Run 1, gate-type map:
(3 px per µm)
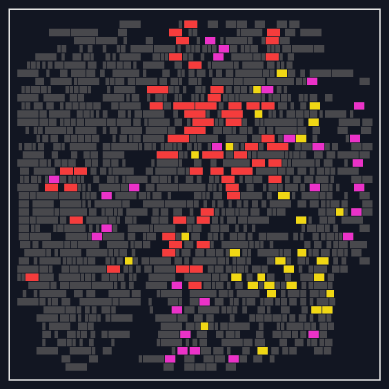
Run 1, clock routing:
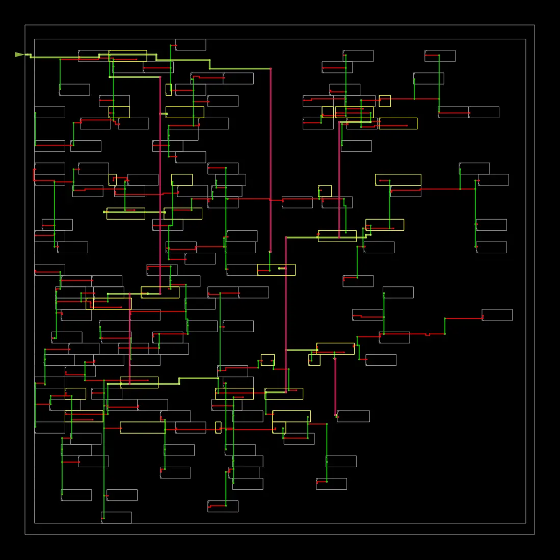
Run 1, sequential cells grouped by signal name:
(2 px per µm) Other sequential cells in the stronger gray, the rest of the logic in the fainter gray.
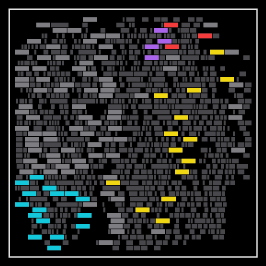
Design keypad_entry_4x4, sky130hd; sources not shown.
==> deck_impl_summary.md, run 1 <==
Run Summary

Setup path
  • Crit path largest cell delay: 530 ps
  • Reg2Reg Setup Slack: 150 ps
  • Critical path cell sequence: fa_1 > inv_1 > fa_1 > inv_1 > fa_1 > inv_1 > fa_1 > inv_1 > ha_2 > fa_1 > nor4_1 > and3_1 > and2_4 > mux2i_1 > nor2_1

Synth
  • Post-Syn Area: 7800 µm²
  • Area leader, netlist: dfxtp_1
  • Flip-flops with a built-in enable: 0
  • Avg Cell Area, Syn: 8.14 µm²
  • Ys cells: 958

Drt
  • Routed WL per cell: 15.4 µm
  • Drt pass-1 iters: 5
  • DRC viols: 0

Layout
  • Final net count: 1076

CTS
  • Clk slew on worst S/H paths: 60 ps

Hold path
  • WHS Path Cells: 1
  • Hold Path Class: flop to flop

Timing
  • Endpoints failing setup: 0

Placed design
  • Post-DP HPWL: 13.2 mm

Floorplanning
  • I/O pins: 47

Run
  • Tool warning count: 38

Power
  • Static Leakage: 3.56 nW

Run status
  • Status: completed
About 'gate-type map':
Key: yellow = non-inverting ao/oa cells [cells 30]; red = fa/ha/maj cells [cells 55]; magenta = mux cells [cells 29, where all over the die]
Finished Layout Cells: 1208
most numerous logic cell after layout: nor2_1

About 'clock routing':
worst clock skew: 8.79 ps
clk pwr: 0.00148 W

About 'sequential cells grouped by signal name':
Key: red = `entry_cnt` [sequential cells 3]; cyan = `div` [sequential cells 16, where bottom left]; purple = `key_code` [sequential cells 4, where top middle]; yellow = `entry` [sequential cells 14]
Another 83 sequential cells are not colored.
post-layout util: 0.666
FF/Latch Area: 2400 µm²
sequential cell area share: 0.260

## run 1: critical path: cells and delay by family, from the launching register on
family / cells / cell delay (ps)
buf+inv: 4 / 190
mux: 1 / 190
simple gates: 4 / 580
flops: 1 / 330
fa+ha+maj: 6 / 2560
## run 1: layout by cell type (no fill, tap or decap), types with 9 or more instances in the layout
| cell type | Yosys | layout |
|---|---|---|
| and3_1 | 15 | 15 |
| xnor2_1 | 39 | 39 |
| o21ai_0 | 38 | 37 |
| clkbuf_16 | 0 | 17 |
| fa_1 | 12 | 12 |
| a211oi_1 | 45 | 44 |
| nor4_1 | 10 | 10 |
| nor2_1 | 142 | 141 |
| a21oi_1 | 54 | 53 |
| xor2_1 | 15 | 15 |
| o211ai_1 | 10 | 10 |
| buf_4 | 4 | 52 |
| nand2b_1 | 16 | 16 |
| dfxtp_1 | 120 | 118 |
| inv_1 | 46 | 45 |
| a31oi_1 | 16 | 16 |
| nor2b_1 | 23 | 23 |
| nor3_1 | 12 | 12 |
| clkdlybuf4s50_1 | 0 | 46 |
| ha_1 | 43 | 42 |
| nand2_1 | 50 | 50 |
| and2_1 | 10 | 9 |
| nand3_1 | 27 | 27 |
| mux2i_1 | 26 | 26 |
## run 1: area by class of cell
cell class / instances / area [µm²]
Multi-Input combinational cell: 728 / 4980
Fill cell: 1170 / 4640
Timing Repair Buffer: 98 / 851
Clock inverter: 10 / 119
Sequential cell: 120 / 2400
Clock buffer: 22 / 474
Inverter: 50 / 188
Tap cell: 180 / 225
## run 1: cell families after synthesis
group | Yosys count | synth area share
AOI/OAI and AO/OA | 244 | 0.212
xor gates and xnor gates | 56 | 0.0656
and+or+nand+nor | 344 | 0.219
adders and majority gates | 55 | 0.0998
muxes | 29 | 0.0377
DFF | 120 | 0.308
buffers and inverters | 110 | 0.0577
## run 1: metal layers
metal  up-vias  track usage
li1       3527            -
met1      3343        0.332
met2       180        0.429
met3        37       0.0438
met4         0       0.0945
met5         -            0
## run 1: power groups by stage
| stage | Combinational [W] | Clock, W | Sequential [W] |
|---|---|---|---|
| 2_1_floorplan | 0.0000270 | 0 | 0.00119 |
| 3_3_place_gp | 0.0000413 | 0 | 0.00119 |
| 3_5_place_dp | 0.0000419 | 0 | 0.00119 |
| 4_1_cts | 0.0000422 | 0.00149 | 0.00117 |
| 5_1_grt | 0.0000466 | 0.00154 | 0.00117 |
| 6_report | 0.0000422 | 0.00148 | 0.00117 |
## run 1: stage by stage
stage                     hold slack, ps  area (µm²)  TNS (ps)  worst slack (ps)
after CTS                            402        9220         0              33.0
after floorplan                      386        7800         0              18.7
after global placement               390        8620         0              34.2
after global routing                 413        9240     -86.2             -44.8
final                                399        9240         0               154
after detailed placement             392        8620     -43.2             -23.3
## run 1: what timing repair did
| item | 4_1_cts | 5_1_grt |
|---|---|---|
| gates resized | 2 | 9 |
| gates cloned | 0 | 0 |
| setup endpoints to repair | 4 | 7 |
| pin swaps | 0 | 3 |
Run 1, wires at chosen ports, followed through buffers:
(4 px per µm)
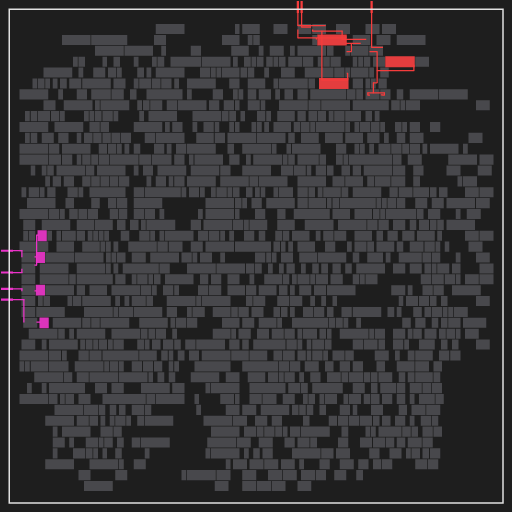

==> run 2, diff against run 1 <==
Settings changed: CORE_ASPECT_RATIO set to 1.1, SKIP_LAST_GASP set to 1.
Run 2, wires at chosen ports, followed through buffers:
(4 px per µm)
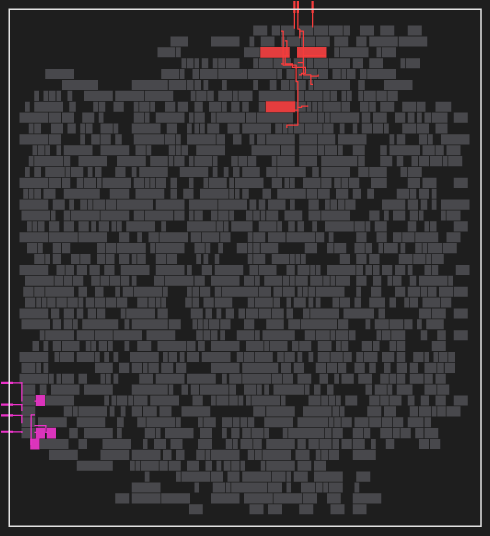
Key: magenta = `col` [direction input, end cells 4, buffers 4, wire 32.5 µm]; red = `entry_cnt` [direction output, end cells 3, buffers 3, wire 93.4 µm]
I/O pins: 47
IO buf count: 46

Run 2, sequential cells grouped by signal name:
(2 px per µm) Other sequential cells in the stronger gray, the rest of the logic in the fainter gray.
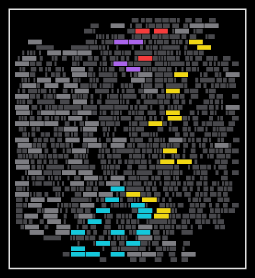
Key: yellow = `entry` [sequential cells 14]; purple = `key_code` [sequential cells 4, where top middle]; cyan = `div` [sequential cells 16, where bottom middle]; red = `entry_cnt` [sequential cells 3]
sequential power: 0.00117 W
FF/Latch Area: 2410 µm²
post-layout util: 0.660
sequential cell area share: 0.263

==> run 2 against run 1 <==
  * First-iteration DRC count is 22% lower
  * Critical path depth stayed put
  * Sequential power hardly changed
  * Count of clock-buffer cells in the layout is 1 lower
  * Largest cell class unchanged
  * Clock power is about 10% lower
  * Non-clock buffer count is 4 lower
  * Wire length is 3.2% lower
  * Largest power group unchanged
==> deck_impl_summary.md, run 2 <==
Run Summary

Run status
  • Status: completed

Synth
  • Area leader, netlist: dfxtp_1
  • Post-synth top cells: 142 x nor2_1, 120 x dfxtp_1, 54 x a21oi_1
  • Post-Syn Area: 7800 µm²
  • Flip-flops with a built-in enable: 0
  • Avg Cell Area, Syn: 8.14 µm²
  • Ys cells: 958

Timing
  • Rel. slew slack: 0.416
  • Endpoints failing setup: 0
  • Worst-Margin Slew: 868 ps
  • Final Max Tran Viols: 0
  • Worst clock skew: 7.78 ps

Run
  • Tool warning count: 38

CTS
  • Clk slew on worst S/H paths: 50 ps
  • CTS tree: built

Floorplanning
  • Die X: 118 µm
  • Cell Rows: 45
  • Die ar.: 15200 µm²
  • Die Y: 129 µm

Layout
  • Finished Layout Cells: 1211
  • Final net count: 1072
  • N_diodes: 0
  • Most numerous logic cell after layout: nor2_1
  • Most frequent cells in the layout: 141 x nor2_1, 116 x dfxtp_1, 53 x a21oi_1

Setup path
  • Reg2Reg Setup Slack: 170 ps

Hold path
  • WHS Path Cells: 1
  • Hold Path Class: flop to flop

Drt
  • DRC viols: 0
  • Drt pass-1 iters: 5
  • Routed WL per cell: 14.9 µm

Placed design
  • Post-DP HPWL: 12.6 mm

Power
  • Static Leakage: 3.51 nW
Run 2, clock routing:
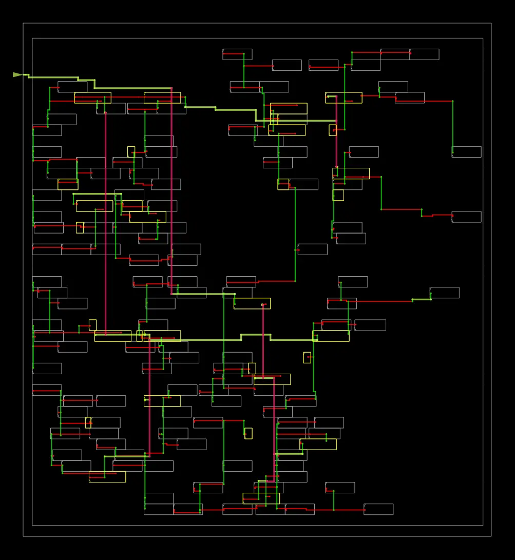
clk pwr: 0.00129 W
# clock sinks: 120
Worst-Skew Late Latency: 420 ps

## run 2: stage by stage
step / hold WS, ps / area (µm²) / TNS [ps] / setup slack, ps
floorplan: 386 / 7800 / 0 / 18.7
global placement: 390 / 8590 / 0 / 0.0822
detailed placement: 397 / 8590 / -149 / -67.4
CTS: 411 / 9110 / 0 / 29.6
global route: 427 / 9150 / -112 / -53.1
finish: 406 / 9150 / 0 / 168
## run 2: logic make-up after synthesis
logic type / count (synthesis) / synth area share
mux: 29 / 0.0377
xor+xnor: 56 / 0.0656
buf+inv: 110 / 0.0577
compound gates: 244 / 0.212
fa+ha+maj: 55 / 0.0998
flops: 120 / 0.308
simple gates: 344 / 0.219
## run 2: worst max-delay path, stage by stage, from the launching register on
cell and delay, ps:
dfxtp_2 320, fa_1 530, inv_1 50, fa_1 480, inv_1 50, fa_1 470
inv_1 50, fa_1 470, inv_1 50, ha_2 170, fa_1 430, nor4_1 150
and3_1 200, and2_4 180, mux2i_1 180, nor2_1 50
## run 2: what timing repair did
action,in CTS,in global routing
pin swaps,0,2
hold buffers,0,0
gates resized,2,7
endpoints found under the setup margin,4,7
## run 2: final cells by class
type                            count  area (µm²)
Sequential cell                   120        2410
Timing Repair Buffer               94         828
Tap cell                          188         235
Fill cell                        1190        4700
Multi-Input combinational cell    728        4970
Clock buffer                       21         460
Clock inverter                     10        55.1
Inverter                           50         188
## run 2: where the power goes
group / total (W) / switching [W] / internal, W / leakage (nW)
Sequential: 0.00117 / 0.00000255 / 0.00116 / 0.971
Combinational: 0.0000408 / 0.0000283 / 0.0000125 / 2.28
Clock: 0.00129 / 0.000510 / 0.000782 / 0.258
Total: 0.00250 / 0.000541 / 0.00196 / 3.51
## run 2: layer usage
metal / GRT usage / up-vias / part of all wire
met5: 0 / - / 0
met4: 0.106 / 0 / 0.025
met1: 0.297 / 3264 / 0.44
met2: 0.432 / 144 / 0.50
li1: - / 3515 / -
met3: 0.0452 / 41 / 0.037
Power figures rest on the tool's default switching activity, not on a simulated workload.
